Fig. 1: run 1, I/O pins on the die edge
Pins as bars across the die edge, other pins in gray.
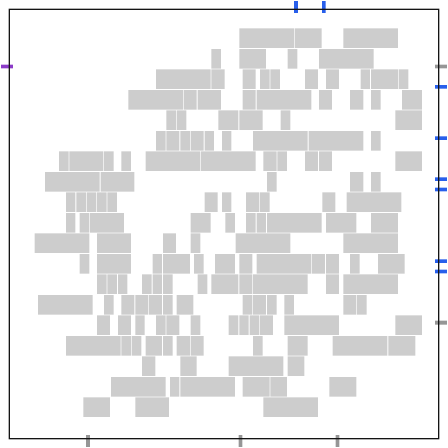
Fig. 2: run 1, routed clock nets over the placement
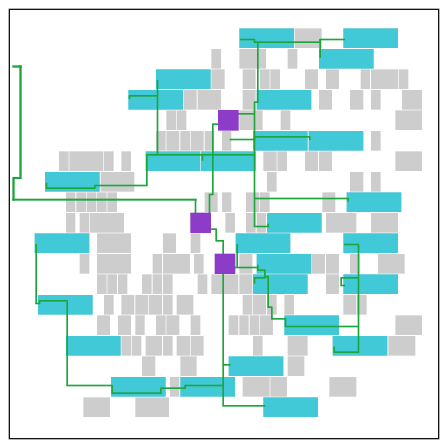
Fig. 3: run 1, nets reached from selected ports
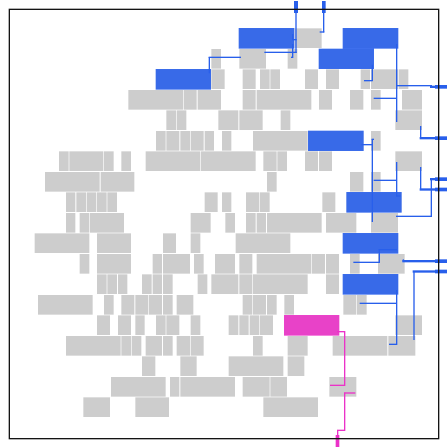
<file path="config.mk">
export PLATFORM = sky130hd
export DESIGN_NAME = uart_rx_module
export DESIGN_NICKNAME = d
export VERILOG_FILES = /design/src/rtl/uart_rx_module.sv
export SDC_FILE = /design/constraint.sdc
export NUM_CORES = 1
export LEC_CHECK = 0
export ABC_AREA = 1
export ABC_CLOCK_PERIOD_IN_PS = 1880
export CORE_MARGIN = 2
export CORE_UTILIZATION = 40
export DETAILED_ROUTE_END_ITERATION = 12
export GPL_TIMING_DRIVEN = 0
export PLACE_DENSITY_LB_ADDON = 0.15
export SETUP_SLACK_MARGIN = 0.15
export SYNTH_ARGS = -nofsm -noshare
export SYNTH_HDL_FRONTEND = slang
export SYNTH_SLANG_ARGS = --single-unit
</file>
<file path="constraint.sdc">
create_clock -name i_clk -period 1.88 [get_ports i_clk]
set_input_delay 0.376 -clock i_clk [delete_from_list [all_inputs] [get_ports i_clk]]
set_output_delay 0.376 -clock i_clk [all_outputs]
set_load 0.02 [all_outputs]
</file>
<file path="src/rtl/uart_rx_module.sv">
`default_nettype none
// ============================================================================
// Module   : uart_rx_module
// Purpose  : UART receiver running on a pre-divided baud clock (one clock
//            period per bit). The serial line is brought into the clock
//            domain by a two-flop synchronizer. A four-state FSM
//            (IDLE/DATA/PARITY/STOP) deserialises one frame and delivers it
//            as a single-cycle valid pulse with parity and framing flags.
// Ports    : i_clk           - baud-rate clock, one edge per serial bit
//            i_rst           - synchronous active-high reset
//            i_uart_rx       - asynchronous serial input, idle high
//            o_user_rx_data  - received word, LSB = first data bit on line
//            o_user_rx_valid - one-cycle pulse per received frame
//            o_parity_err    - parity mismatch, qualified by valid
//            o_frame_err     - a stop bit was sampled low, qualified by valid
// Revision : 1.0 - initial release
// ============================================================================
module uart_rx_module #(
    parameter int P_DATA_WIDTH = 8,  // data bits per frame, 5..8
    parameter int P_PARITY     = 0,  // 0 none, 1 odd, 2 even
    parameter int P_STOP_WIDTH = 1   // stop bits per frame, 1 or 2
) (
    input  logic                    i_clk,
    input  logic                    i_rst,
    input  logic                    i_uart_rx,
    output logic [P_DATA_WIDTH-1:0] o_user_rx_data,
    output logic                    o_user_rx_valid,
    output logic                    o_parity_err,
    output logic                    o_frame_err
);

    // ------------------------------------------------------------------------
    // Constants
    // ------------------------------------------------------------------------
    localparam int                 c_CNT_W      = 4;
    localparam logic [c_CNT_W-1:0] c_LAST_DATA  = c_CNT_W'(P_DATA_WIDTH - 1);
    localparam logic [c_CNT_W-1:0] c_LAST_STOP  = c_CNT_W'(P_STOP_WIDTH - 1);
    localparam bit                 c_HAS_PARITY = (P_PARITY != 0);
    localparam bit                 c_ODD_PARITY = (P_PARITY == 1);

    typedef enum logic [1:0] {
        ST_IDLE   = 2'd0,
        ST_DATA   = 2'd1,
        ST_PARITY = 2'd2,
        ST_STOP   = 2'd3
    } state_t;

    // ------------------------------------------------------------------------
    // Registers and next-state values
    // ------------------------------------------------------------------------
    logic                    sync1_q;
    logic                    rx_s_q;

    state_t                  state_q,     state_d;
    logic [c_CNT_W-1:0]      cnt_q,       cnt_d;
    logic [P_DATA_WIDTH-1:0] shift_q,     shift_d;
    logic                    par_bit_q,   par_bit_d;
    logic                    ferr_q,      ferr_d;

    logic [P_DATA_WIDTH-1:0] data_q,      data_d;
    logic                    valid_q,     valid_d;
    logic                    perr_q,      perr_d;
    logic                    frame_err_q, frame_err_d;

    logic                    w_par_expected;
    logic                    w_par_bad;
    logic                    w_ferr_now;

    // Expected parity bit: even parity makes the total count of ones even,
    // so the bit equals the XOR of the data; odd parity is its inverse.
    assign w_par_expected = c_ODD_PARITY ? ~(^shift_q) : (^shift_q);
    assign w_par_bad      = c_HAS_PARITY && (par_bit_q != w_par_expected);

    // ------------------------------------------------------------------------
    // State register, synchronizer and output registers
    // ------------------------------------------------------------------------
    always_ff @(posedge i_clk) begin
        if (i_rst) begin
            // Synchronizer flops reset to the idle line level so that
            // leaving reset never looks like a start bit.
            sync1_q     <= 1'b1;
            rx_s_q      <= 1'b1;
            state_q     <= ST_IDLE;
            cnt_q       <= '0;
            shift_q     <= '0;
            par_bit_q   <= 1'b0;
            ferr_q      <= 1'b0;
            data_q      <= '0;
            valid_q     <= 1'b0;
            perr_q      <= 1'b0;
            frame_err_q <= 1'b0;
        end else begin
            sync1_q     <= i_uart_rx;
            rx_s_q      <= sync1_q;
            state_q     <= state_d;
            cnt_q       <= cnt_d;
            shift_q     <= shift_d;
            par_bit_q   <= par_bit_d;
            ferr_q      <= ferr_d;
            data_q      <= data_d;
            valid_q     <= valid_d;
            perr_q      <= perr_d;
            frame_err_q <= frame_err_d;
        end
    end

    // ------------------------------------------------------------------------
    // Next-state and output logic
    // ------------------------------------------------------------------------
    always_comb begin
        state_d     = state_q;
        cnt_d       = cnt_q;
        shift_d     = shift_q;
        par_bit_d   = par_bit_q;
        ferr_d      = ferr_q;
        data_d      = data_q;     // data word holds between frames
        valid_d     = 1'b0;       // valid and flags default low: pulses only
        perr_d      = 1'b0;
        frame_err_d = 1'b0;
        // Frame error including the stop bit sampled at this edge.
        w_ferr_now  = ferr_q | ~rx_s_q;

        case (state_q)
            ST_IDLE: begin
                // Any low sample is a start bit; it is consumed here.
                if (!rx_s_q) begin
                    state_d = ST_DATA;
                    cnt_d   = '0;
                    ferr_d  = 1'b0;
                end
            end

            ST_DATA: begin
                // Shift in from the top so the first bit ends up at the LSB.
                shift_d = {rx_s_q, shift_q[P_DATA_WIDTH-1:1]};
                if (cnt_q == c_LAST_DATA) begin
                    cnt_d   = '0;
                    state_d = c_HAS_PARITY ? ST_PARITY : ST_STOP;
                end else begin
                    cnt_d = cnt_q + c_CNT_W'(1);
                end
            end

            ST_PARITY: begin
                par_bit_d = rx_s_q;
                cnt_d     = '0;
                state_d   = ST_STOP;
            end

            ST_STOP: begin
                ferr_d = w_ferr_now;
                if (cnt_q == c_LAST_STOP) begin
                    state_d     = ST_IDLE;
                    cnt_d       = '0;
                    data_d      = shift_q;
                    valid_d     = 1'b1;
                    perr_d      = w_par_bad;
                    frame_err_d = w_ferr_now;
                end else begin
                    cnt_d = cnt_q + c_CNT_W'(1);
                end
            end

            default: begin
                state_d = ST_IDLE;
                cnt_d   = '0;
            end
        endcase
    end

    // ------------------------------------------------------------------------
    // Outputs
    // ------------------------------------------------------------------------
    assign o_user_rx_data  = data_q;
    assign o_user_rx_valid = valid_q;
    assign o_parity_err    = perr_q;
    assign o_frame_err     = frame_err_q;

endmodule
`default_nettype wire

</file>
==> flow_summary.toml, run 1 <==
# yosys + openroad results
[outcome]
outcome = "completed"

[timing]
min_period_ps = 1650
setup_tns_ps = 0
fmax_mhz = 606.2
post-route-period-util_pct = 87.75

[floorplanning]
initCoreUtil_pct = 41.14
core_area_mm2 = 0.002710

[synthesis]
synthTopCellsByArea = "dfxtp_1 48%, nand2_1 7.1%, nor2_1 7.1%"
syn_area_mm2 = 0.001115
numSynthFlops = 27
edf_count = 0
yosysWarnings = 0
ys_seq_share_pct = 48.48
synth_nets = 150
synth.top_cell.area_share_pct = 48.48
syn_avg_cell_area_um2 = 7.907
netlist.top_cell.by_area = "dfxtp_1"

[setup_path]
rr_startpoint = "state_q[0]"
cp_slowest_cell = "clkdlybuf4s50_1"
cp_top_family = "buffers and inverters"
crit_required_ps = 1500
path_class = "reg2out"
cp-startpoint = "o_user_rx_data[2]"
crit_path_max_incr_delay_ps = 600

[finish]
antenna_cells = 0
fin_util_pct = 47.97
drive_above_1_share_pct = 10.83

[grt]
antenna_found_initial = 0
grt_pass1_wl_um = 3312

[clock_network]
cts_resized = 0
cts_tree = "yes"
cts.sinks = 27
clk_pin_slew_ps = 140
cts_root_buffer = "clkbuf_4"
cts.path.max_buffers = 2
cts_buffers = 3

[run]
maxCapViolations = 0

[detailed_routing]
vias = 909
initialDrtViolationCount = 25
drt_pass1_iterations = 4
postRouteWirelength_um = 1925
vias_per_cell = 4.835
ant_nets = 0
drc = 0

[power]
sequentialPowerShare_pct = 49.3
p_leak_nw = 0.5513

[placed_design]
gp_congestion = 0.8822
dp_hpwl_um = 1497
pre_cts_slack_ps = 204.8
-- Fig. 1 (at the start) --
legend:
  purple:
    port: i_clk
    pins: 1
    direction: input
    edge: west
  blue:
    port: o_user_rx_data
    pins: 8
    direction: output
    edge: 6 east, 2 north
Port Buf Inserts: 12
Die Ht: 56.79 um
Die X: 56.79 um

-- Fig. 2 (at the start) --
legend:
  cyan:
    item: flip-flops
    count: 27
  green:
    item: clock wires
    length: 312 um
  purple:
    item: clock-net drivers
    count: 3
routed clock nets: 4
flops lie: widely spread
clock-net power: 0.245 mW
Setup Skew: 5.042 ps
clock share of power: 15.5%
worst skew pair latency: 310 ps

-- Fig. 3 (at the start) --
legend:
  magenta:
    port: o_frame_err
    direction: output
    end_cells: 1
    buffers: 1
    wire: 17.8 um
  blue:
    port: o_user_rx_data
    direction: output
    end_cells: 8
    buffers: 8
    wire: 119 um
Top Ports: 14

run 1: layout make-up:
class | instances | area (um^2)
multi-input combinational | 92 | 478.0
fill | 287 | 1410
tap | 31 | 38.79
inverter | 18 | 67.56
timing repair buffer | 12 | 120.1
clock buffer | 4 | 26.28
sequential | 27 | 540.5
buffer | 4 | 28.78
run 1: placed cells by master, fill, tap and decap left out:
master and n:
buf_6 1, clkdlybuf4s50_1 12, inv_1 16, clkbuf_2 1, clkbuf_1 1, conb_1 1
dfxtp_1 27, ha_1 6, nor2_1 21, or2_2 3, inv_2 2, a21oi_1 15
nand3_2 2, clkbuf_4 3, nand2_1 21, nand3_1 3, nor2_2 1, o21ai_2 2
buf_2 1, o21ai_0 15, o21a_1 1, buf_4 1, nand4_1 1
run 1: registers in the layout (all words and copies together), names as in the netlist:
register and count:
state_q 2, ferr_q 1, shift_q 8, sync1_q 1
cnt_q 4, o_user_rx_data 8, rx_s_q 1, o_frame_err 1
o_user_rx_valid 1
run 1: worst paths after layout:
path / end / slack [ps] / cells after the start
worst max register to register: cnt_q[3] / 450 / 7
worst min register to register: rx_s_q / 440 / 1
worst min-delay path: rx_s_q / 440 / 1
worst max-delay path: o_user_rx_data[2] / 230 / 1
run 1: power by group through the flow:
| stage | clock network, mW | registers, mW | logic (mW) |
|---|---|---|---|
| finish | 0.245 | 0.778 | 0.556 |
| detailed placement | 0 | 0.793 | 0.563 |
| global placement | 0 | 0.786 | 0.545 |
| global route | 0.274 | 0.795 | 0.640 |
| floorplan | 0 | 0.815 | 0.366 |
| CTS | 0.257 | 0.779 | 0.565 |
run 1: cells by family (layout without fill, tap and decap cells):
group | Yosys count | in the layout | share of synthesized area, %
other | 1 | 1 | 0.3364
and+or+nand+nor | 52 | 52 | 20.09
adders and majority gates | 6 | 6 | 6.734
AOI/OAI and AO/OA | 33 | 33 | 15.71
buffers and inverters | 22 | 38 | 8.642
DFF | 27 | 27 | 48.48
run 1: stage by stage:
| step | instances | power, mW | cell area, um^2 | hold WS [ps] |
|---|---|---|---|---|
| 3_5_place_dp | 184 | 1.356 | 1274 | 404.2 |
| 2_1_floorplan | 141 | 1.181 | 1115 | 389.5 |
| 5_1_grt | 188 | 1.709 | 1300 | 453.4 |
| 4_1_cts | 188 | 1.601 | 1300 | 445.4 |
| 6_report | 188 | 1.580 | 1300 | 436.8 |
| 3_3_place_gp | 184 | 1.330 | 1274 | 393.4 |
run 1: per-layer routing:
metal	share of wire, %	global-route usage, %
met4	1.6	6.645
met3	3.8	3.226
met2	49	21.59
met5	0	0
met1	46	15.74
--- run 2 (diff from run 1) ---
- ABC_CLOCK_PERIOD_IN_PS: 1880 -> 1840
- CTS_BUF_LIST: unset -> sky130_fd_sc_hd__clkbuf_8 sky130_fd_sc_hd__clkbuf_16
- clock period: 1.88 -> 1.84 ns (I/O delays scaled with it)
Fig. 4: run 2, nets reached from selected ports
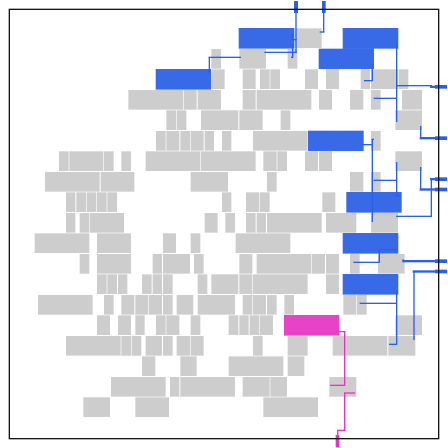
legend:
  blue:
    port: o_user_rx_data
    direction: output
    end_cells: 8
    buffers: 8
    wire: 119 um
  magenta:
    port: o_frame_err
    direction: output
    end_cells: 1
    buffers: 1
    wire: 17.8 um

Fig. 5: run 2, wiring by layer
Scale bar: 20 um.
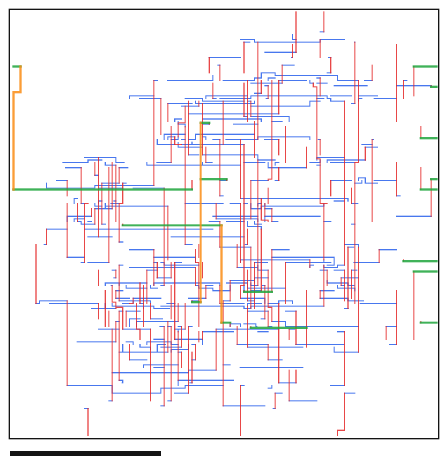
legend:
  blue:
    layer: M1
    wire_length: 919 um
  red:
    layer: M2
    wire_length: 893 um
  green:
    layer: M3
    wire_length: 73.6 um
  orange:
    layer: M4
    wire_length: 54.0 um
Routed Wire Length: 1940 um
Tot GR Track Use: 13.24%

==> flow_summary.toml, run 2 <==
# yosys + openroad results
[outcome]
outcome = "completed"

[floorplanning]
initCoreUtil_pct = 41.14
chipHeight_um = 56.79
die-width_um = 56.79

[clock_network]
cts_buffers = 3
clkLatencyLatePin_ps = 270
clk_pin_slew_ps = 90
cts_root_buffer = "clkbuf_8"

[grt]
grt_pass1_wl_um = 3318
antenna_found_initial = 0

[synthesis]
numSynthFlops = 27
synth.top_cell.area_share_pct = 48.48
edf_count = 0

[timing]
min_period_ps = 1576
fmax_mhz = 634.4

[placed_design]
place_area_mm2 = 0.001274
dp_hpwl_um = 1497

[finish]
drive_above_1_share_pct = 10.83
antenna_cells = 0

[setup_path]
rr_startpoint = "state_q[0]"
## run 2: layout make-up
class	instances	area, um^2
Sequential cell	27	540.5
Multi-Input combinational cell	92	478.0
Buffer	4	28.78
Timing Repair Buffer	12	120.1
Clock inverter	1	3.754
Fill cell	284	1391
Inverter	18	67.56
Clock buffer	3	41.29
Tap cell	31	38.79
## run 2: power by group
| group | total, mW | switching, mW | internal (mW) | leakage (nW) |
|---|---|---|---|---|
| clock network | 0.325 | 0.176 | 0.149 | 0.0269 |
| registers | 0.796 | 0.0846 | 0.711 | 0.220 |
| logic | 0.568 | 0.348 | 0.220 | 0.316 |
## run 2: cells by family after synthesis
| group | synth area share, % |
|---|---|
| AOI/OAI and AO/OA | 15.71 |
| DFF | 48.48 |
| other | 0.3364 |
| adders and majority gates | 6.734 |
| buffers and inverters | 8.642 |
| and+or+nand+nor | 20.09 |
## run 2: final timing paths
path	to	depth (start not counted)	slack, ps
worst max-delay path	o_user_rx_data[7]	1	260
worst min-delay path	rx_s_q	1	430
worst max register to register	cnt_q[3]	7	430
worst min register to register	rx_s_q	1	430
## run 2: routing by layer
metal	routed length (um)	track usage, %	up-vias
met5	0	0	-
met4	53	7.641	0
met3	73	3.226	7
met2	893	21.59	18
met1	919	15.74	412
li1	-	-	476
## run 2: metrics by stage
step / setup slack (ps) / std cells / hold slack (ps) / util [%]
after floorplan: 618.1 / 141 / 389.5 / -
after global placement: 188.5 / 184 / 393.4 / 47.00
after detailed placement: 172.8 / 184 / 404.2 / 47.00
after CTS: 246.4 / 188 / 434.2 / 48.66
after global routing: 210.7 / 188 / 441.7 / 48.66
final: 263.8 / 188 / 425.9 / 48.66
Power is estimated from default activity; no workload was simulated.
